[config.mk]
export PLATFORM = sky130hd
export DESIGN_NAME = eth_led_monitor
export DESIGN_NICKNAME = d
export VERILOG_FILES = /design/src/rtl/eth_led_monitor.sv
export SDC_FILE = /design/constraint.sdc
export NUM_CORES = 1
export LEC_CHECK = 0
export CAP_MARGIN = 20
export CORE_MARGIN = 4
export CORE_UTILIZATION = 55
export CTS_CLUSTER_DIAMETER = 30
export DETAILED_ROUTE_END_ITERATION = 8
export GPL_ROUTABILITY_DRIVEN = 0
export GPL_TIMING_DRIVEN = 1
export PLACE_DENSITY_LB_ADDON = 0.08
export SLEW_MARGIN = 5
export SYNTH_ARGS = -nofsm -noshare
export SYNTH_HDL_FRONTEND = slang
export SYNTH_SLANG_ARGS = --single-unit
[constraint.sdc]
create_clock -name clk -period 2.6 [get_ports clk]
set_input_delay 0.39 -clock clk [delete_from_list [all_inputs] [get_ports clk]]
set_output_delay 0.39 -clock clk [all_outputs]
set_load 0.05 [all_outputs]
[src/rtl/eth_led_monitor.sv]
// eth_led_monitor: debug LED monitor for a GMII-style byte stream.
// Shows one of four views on an LED bank: last byte, frame count,
// last frame length (clipped to the bank), or stretched activity/error.
//
// Stream handshake: valid qualifies data and err in the same cycle. There is
// no backpressure (no ready); every cycle with valid=1 is consumed. A
// contiguous run of valid=1 is one frame; err is ignored when valid=0.
module eth_led_monitor #(
  parameter int DATA_W         = 8,
  parameter int LED_W          = 8,
  parameter int LEN_W          = 16,
  parameter int STRETCH_CYCLES = 12500000
) (
  input  logic              clk,
  input  logic              aresetn,
  input  logic [DATA_W-1:0] data,
  input  logic              valid,
  input  logic              err,
  input  logic [1:0]        mode,
  input  logic              clear,
  output logic [LED_W-1:0]  leds
);

  localparam int CNT_W = (STRETCH_CYCLES < 1) ? 1 : $clog2(STRETCH_CYCLES + 1);
  localparam int MIN_W = (DATA_W < LED_W) ? DATA_W : LED_W;

  localparam logic [1:0]       MODE_LATCH    = 2'd0;
  localparam logic [1:0]       MODE_FRAMES   = 2'd1;
  localparam logic [1:0]       MODE_LENGTH   = 2'd2;
  localparam logic [1:0]       MODE_ACTIVITY = 2'd3;

  localparam logic [CNT_W-1:0] STRETCH     = CNT_W'(STRETCH_CYCLES);
  localparam logic [LEN_W-1:0] LEN_MAX     = '1;
  localparam logic [LEN_W-1:0] LEN_LED_MAX = LEN_W'({LED_W{1'b1}});

  logic              valid_q;
  logic              sof;
  logic              eof;
  logic [LED_W-1:0]  data_ext;
  logic [LED_W-1:0]  latch_r;
  logic [LED_W-1:0]  frame_cnt;
  logic [LEN_W-1:0]  len_cnt;
  logic [LED_W-1:0]  len_r;
  logic [LED_W-1:0]  len_clip;
  logic [CNT_W-1:0]  act_cnt;
  logic [CNT_W-1:0]  err_cnt;
  logic              sticky_err;
  logic [LED_W-1:0]  act_leds;

  assign sof = valid & ~valid_q;
  assign eof = ~valid & valid_q;

  // Low LED_W bits of the byte, zero-extended when the bank is wider.
  always_comb begin
    data_ext = '0;
    for (int i = 0; i < MIN_W; i++) data_ext[i] = data[i];
  end

  // Frame length clipped to what the LED bank can display.
  always_comb begin
    len_clip = (len_cnt > LEN_LED_MAX) ? {LED_W{1'b1}} : len_cnt[LED_W-1:0];
  end

  // Activity view: stretched activity, stretched error, sticky error.
  always_comb begin
    act_leds    = '0;
    act_leds[0] = (act_cnt != '0);
    act_leds[1] = (err_cnt != '0);
    act_leds[2] = sticky_err;
  end

  // valid_q keeps tracking valid through clear so a running frame is not re-seen as sof.
  always_ff @(posedge clk or negedge aresetn) begin
    if (!aresetn) valid_q <= 1'b0;
    else          valid_q <= valid;
  end

  // Last byte seen.
  always_ff @(posedge clk or negedge aresetn) begin
    if (!aresetn)   latch_r <= '0;
    else if (clear) latch_r <= '0;
    else if (valid) latch_r <= data_ext;
  end

  // Frame counter, wraps naturally at LED_W bits.
  always_ff @(posedge clk or negedge aresetn) begin
    if (!aresetn)   frame_cnt <= '0;
    else if (clear) frame_cnt <= '0;
    else if (sof)   frame_cnt <= frame_cnt + LED_W'(1);
  end

  // Running length; held at 0 after a mid-frame clear until the next sof.
  always_ff @(posedge clk or negedge aresetn) begin
    if (!aresetn)   len_cnt <= '0;
    else if (clear) len_cnt <= '0;
    else if (sof)   len_cnt <= LEN_W'(1);
    else if (valid && (len_cnt != '0) && (len_cnt != LEN_MAX))
                    len_cnt <= len_cnt + LEN_W'(1);
  end

  // Length of the last completed frame, captured at eof.
  always_ff @(posedge clk or negedge aresetn) begin
    if (!aresetn)   len_r <= '0;
    else if (clear) len_r <= '0;
    else if (eof)   len_r <= len_clip;
  end

  // Activity and error pulse stretchers; a new event reloads to the full duration.
  always_ff @(posedge clk or negedge aresetn) begin
    if (!aresetn) begin
      act_cnt    <= '0;
      err_cnt    <= '0;
      sticky_err <= 1'b0;
    end else if (clear) begin
      act_cnt    <= '0;
      err_cnt    <= '0;
      sticky_err <= 1'b0;
    end else begin
      if (valid)              act_cnt <= STRETCH;
      else if (act_cnt != '0) act_cnt <= act_cnt - CNT_W'(1);
      if (valid && err)       err_cnt <= STRETCH;
      else if (err_cnt != '0) err_cnt <= err_cnt - CNT_W'(1);
      if (valid && err)       sticky_err <= 1'b1;
    end
  end

  // Registered output select; mode only chooses the view, never touches state.
  always_ff @(posedge clk or negedge aresetn) begin
    if (!aresetn)   leds <= '0;
    else if (clear) leds <= '0;
    else begin
      case (mode)
        MODE_LATCH:    leds <= latch_r;
        MODE_FRAMES:   leds <= frame_cnt;
        MODE_LENGTH:   leds <= len_r;
        MODE_ACTIVITY: leds <= act_leds;
        default:       leds <= '0;
      endcase
    end
  end

endmodule

**Floorplan with the power grid**

Scale bar: 20 um. Pins as bars on the die edge. Tap cells in gray.
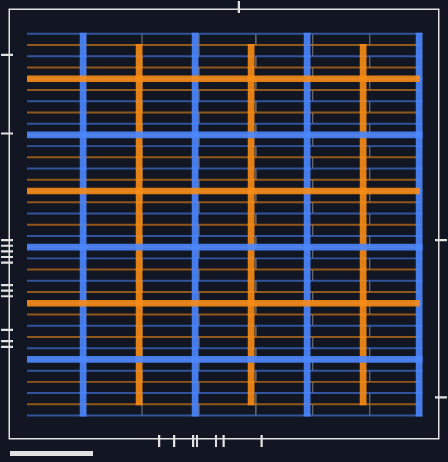
[orange] VDD
[blue] VSS
met5 straps: 6
signal pins: 23
rows: 34
tap cells: 108
met4 straps: 7
Die W: 104 um
maximum vdd ir drop: 0.000313 V
Die H: 104 um
core area: 8810 um2

**Placed cells, one color a class**

Scale bar: 20 um.
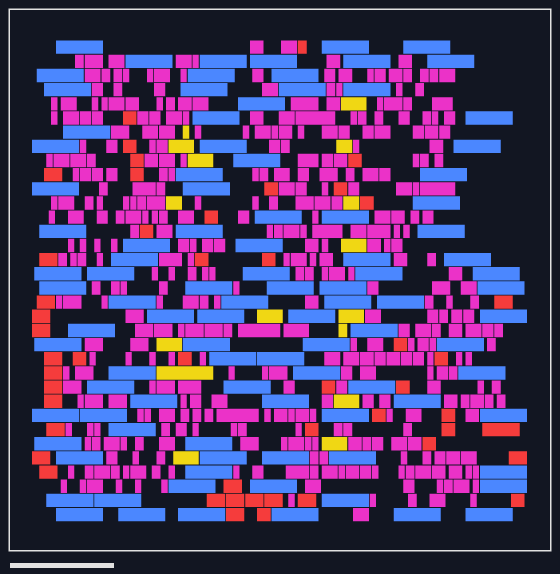
[yellow] clock drivers and dummy loads | cells: 16 | share of their area: 3.7%
[red] remaining buffers and delay cells | cells: 48 | share of their area: 7.6%
[magenta] remaining logic cells | cells: 396 | share of their area: 45%
[blue] registers | cells: 98 | share of their area: 44%
# rows: 34
Util after Layout: 64.6%
Design Area, Final: 5690 um2
sequential share of cell area: 43.1%

**Clock distribution**

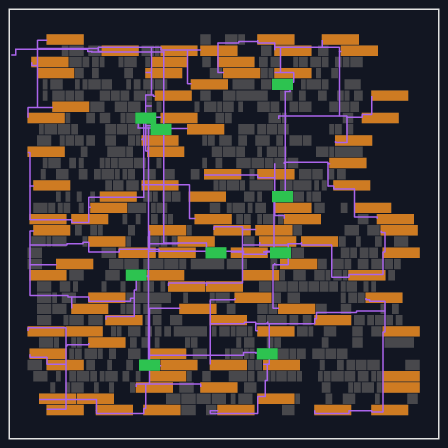
[orange] flip-flops | count: 98
[purple] clock wires | length: 1230 um
[green] clock-net drivers | count: 9
flops lie: spread over the die
clock power share: 28.5%
Clock Skews: 0.0224 ns

==> impl_metrics.py <==
# Generated from Yosys and OpenROAD reports
metrics = {
    "logic_synthesis": {
        "ys_seq_share_pct": 48.7,
        "yosys_area_um2": 5040,
        "synthDistinctLibCells": 58,
        "ys_cells": 520,
        "yosysMostFrequentCell": "dfrtp_1",
        "area_leaders": "dfrtp_1 (49%), nor2_1 (7.1%), xnor2_1 (4.7%), mux2i_1 (3.4%), xor2_1 (3.3%)",
        "yosys.area.top_type": "dfrtp_1",
        "ys_warn_count": 0,
        "edf_count": 0,
        "synth_flops": 98,
        "top_area_share_pct": 48.7,
        "synth-main-ff-cell": "dfrtp_1",
        "synth.cell_area_um2": 5040,
        "synth_area_per_cell_um2": 9.69,
        "common_cells": "dfrtp_1 (98), nor2_1 (95), a21oi_1 (27), nor3_1 (27), xnor2_1 (27)",
        "fp_nets": 540,
        "synth_cells": 520,
        "async_flop_share_pct": 100,
    },
    "routing": {
        "vias_per_cell": 5.76,
        "first_pass_iters": 4,
        "drc": 0,
        "wl_met1_mm": 5.18,
        "wl_mm": 10.4,
        "drtIter0Drc": 125,
        "wl_per_cell_um": 15.7,
        "via_count": 3838,
        "topRoutingLayerUsed": "met4",
        "met3_wirelength_um": 276,
        "ant_nets": 0,
        "wl_met2_mm": 4.83,
    },
    "sta": {
        "setup_viol": 0,
        "fin_tns_setup_ns": 0,
        "drv_slew": 0,
        "max_slew_margin_pct": 62.7,
        "max_freq_mhz": 424,
        "hold_viol": 0,
        "finalClockPeriodUsage_pct": 90.6,
        "period_needed_ns": 2.36,
        "rsz0062_at_grt": "no",
        "worstMarginPinSlew_ns": 0.555,
    },
    "power_and_ir_drop": {
        "p_comb_share_pct": 22.9,
        "pg_clk_mw": 1.03,
        "seq_power_share_pct": 48.6,
        "power.leakage_nw": 2.46,
        "p_seq_mw": 1.76,
        "pg_comb_mw": 0.832,
        "pwr_density_cell_nw_per_um2": 638,
        "p_int_mw": 2.49,
        "power.switching_mw": 1.14,
        "power.group.top": "registers",
        "swShare_pct": 31.4,
    },
    "run_status": {
        "status": "complete, no violations",
    },
    "die": {
        "num_io_pins": 23,
        "die-area_um2": 10800,
        "fp_util_pct": 57.2,
    },
    "clock_tree": {
        "cts_hold_buf": 1,
        "clk_latency_ns": 0.38,
        "clock-sinks": 98,
        "cts_made_buffers": 9,
        "post_cts_buffers": 0,
        "cts_resized": 0,
        "clk_pin_slew_worst_paths_ns": 0.10,
        "cts_max_path_buffers": 2,
        "htreeDepth": 3,
        "cts_tree": "built",
        "cts_root_buffer": "clkbuf_8",
    },
    "worst_hold_path": {
        "holdCritStartpoint": "clear",
        "holdCritPathClass": "input port to flop",
    },
    "global_route": {
        "track_usage_pct": 20.5,
        "use_met2_pct": 32.0,
        "use_met1_pct": 30.0,
        "antenna_found_initial": 0,
        "grt_use_met3_pct": 2.86,
        "grt_overflow": 0,
        "grt_first_pass_wirelength_mm": 18.3,
        "top_usage_layer": "met2",
        "grt_pass1_vias": 3723,
        "grt_max_degree": 46,
    },
    "worst_setup_path": {
        "path_buffers": 1,
        "crit_path_start": "act_cnt[4]",
        "crit_type": "flop to flop",
        "worstPathArrival_ns": 2.65,
        "slowest_delay_ns": 0.70,
        "reg2reg_from": "act_cnt[4]",
        "crit_path_max_fanout": 8,
        "worstPathCellList": "or4_1 > nor3_4 > buf_4 > nand2_1 > or4_1 > a31oi_1",
        "startpoint_type": "flop",
        "crit_slowest_cell": "or4_1",
        "end_kind": "flop",
        "path_delay_family": "simple AND/OR/NAND/NOR gates",
        "crit_top_cell": "or4_1",
        "worstPathRequired_ns": 2.90,
    },
    "final_layout": {
        "n_antenna_cell": 0,
        "lay_top_count": "dfrtp_1",
        "layout-drive-gt1-share_pct": 10.8,
        "fin_nets": 573,
        "area_growth_pct": 12.9,
        "lay_top_cells": "dfrtp_1 (98), nor2_1 (95), nor3_1 (27), a21oi_1 (27), xnor2_1 (27)",
    },
    "run": {
        "warning_count": 27,
        "max-cap-violations": 0,
    },
    "placement": {
        "dp_hpwl_mm": 7.27,
        "port_buffers": 22,
    },
}
## metrics by stage
stage          hold WS [ns]  instances  worst slack [ns]  total power [mW]  area (um2)
3_3_place_gp          0.381        649             0.347              2.61        5470
4_1_cts               0.363        666             0.255              3.65        5690
2_1_floorplan        0.0944        520             0.321              2.36        5040
6_report              0.376        666             0.243              3.63        5690
5_1_grt               0.377        666             0.107              3.84        5690
3_5_place_dp          0.381        649             0.256              2.63        5470
## sequential cells by signal (all words and copies together), names as in the netlist, 8 cells and up
name	cells
len_r	8
frame_cnt	8
latch_r	8
leds	8
act_cnt	24
err_cnt	24
len_cnt	16
## path summary, 6_finish.rpt
kind / cells after the start / slack [ns] / end
max: 6 / 0.24 / act_cnt[20]
min: 2 / 0.38 / act_cnt[13]
max reg2reg: 6 / 0.24 / act_cnt[20]
min reg2reg: 2 / 0.53 / sticky_err
max in group asynchronous: 3 / 1.44 / len_cnt[0]
min in group asynchronous: 2 / 0.50 / err_cnt[7]
## cell families (layout without fill, tap and decap cells)
kind of cell             Yosys count  after routing  share of synthesized area, %
XOR/XNOR                          46             46                          8.00
buffers and inverters             38             76                          3.10
multiplexers                      19             19                          4.27
adder cells (fa/ha/maj)            5              5                          1.24
AND-OR/OR-AND                     78             78                          9.81
flip-flops                        98             98                          48.7
AND/OR/NAND/NOR                  236            236                          24.9
## layout make-up
cell class	instances	area (um2)
inverter	12	45.0
multi-input combinational	384	2430
timing repair buffer	48	423
clock inverter	5	61.3
sequential	98	2450
clock buffer	11	141
tap	108	135
fill	744	3120
## worst reg2reg max path, cell delays in order (launching register included)
cell and delay, ns:
dfrtp_1 0.42, or4_1 0.70, nor3_4 0.27, buf_4 0.18, nand2_1 0.13, or4_1 0.43, a31oi_1 0.17
Power figures rest on the tool's default switching activity, not on a simulated workload.
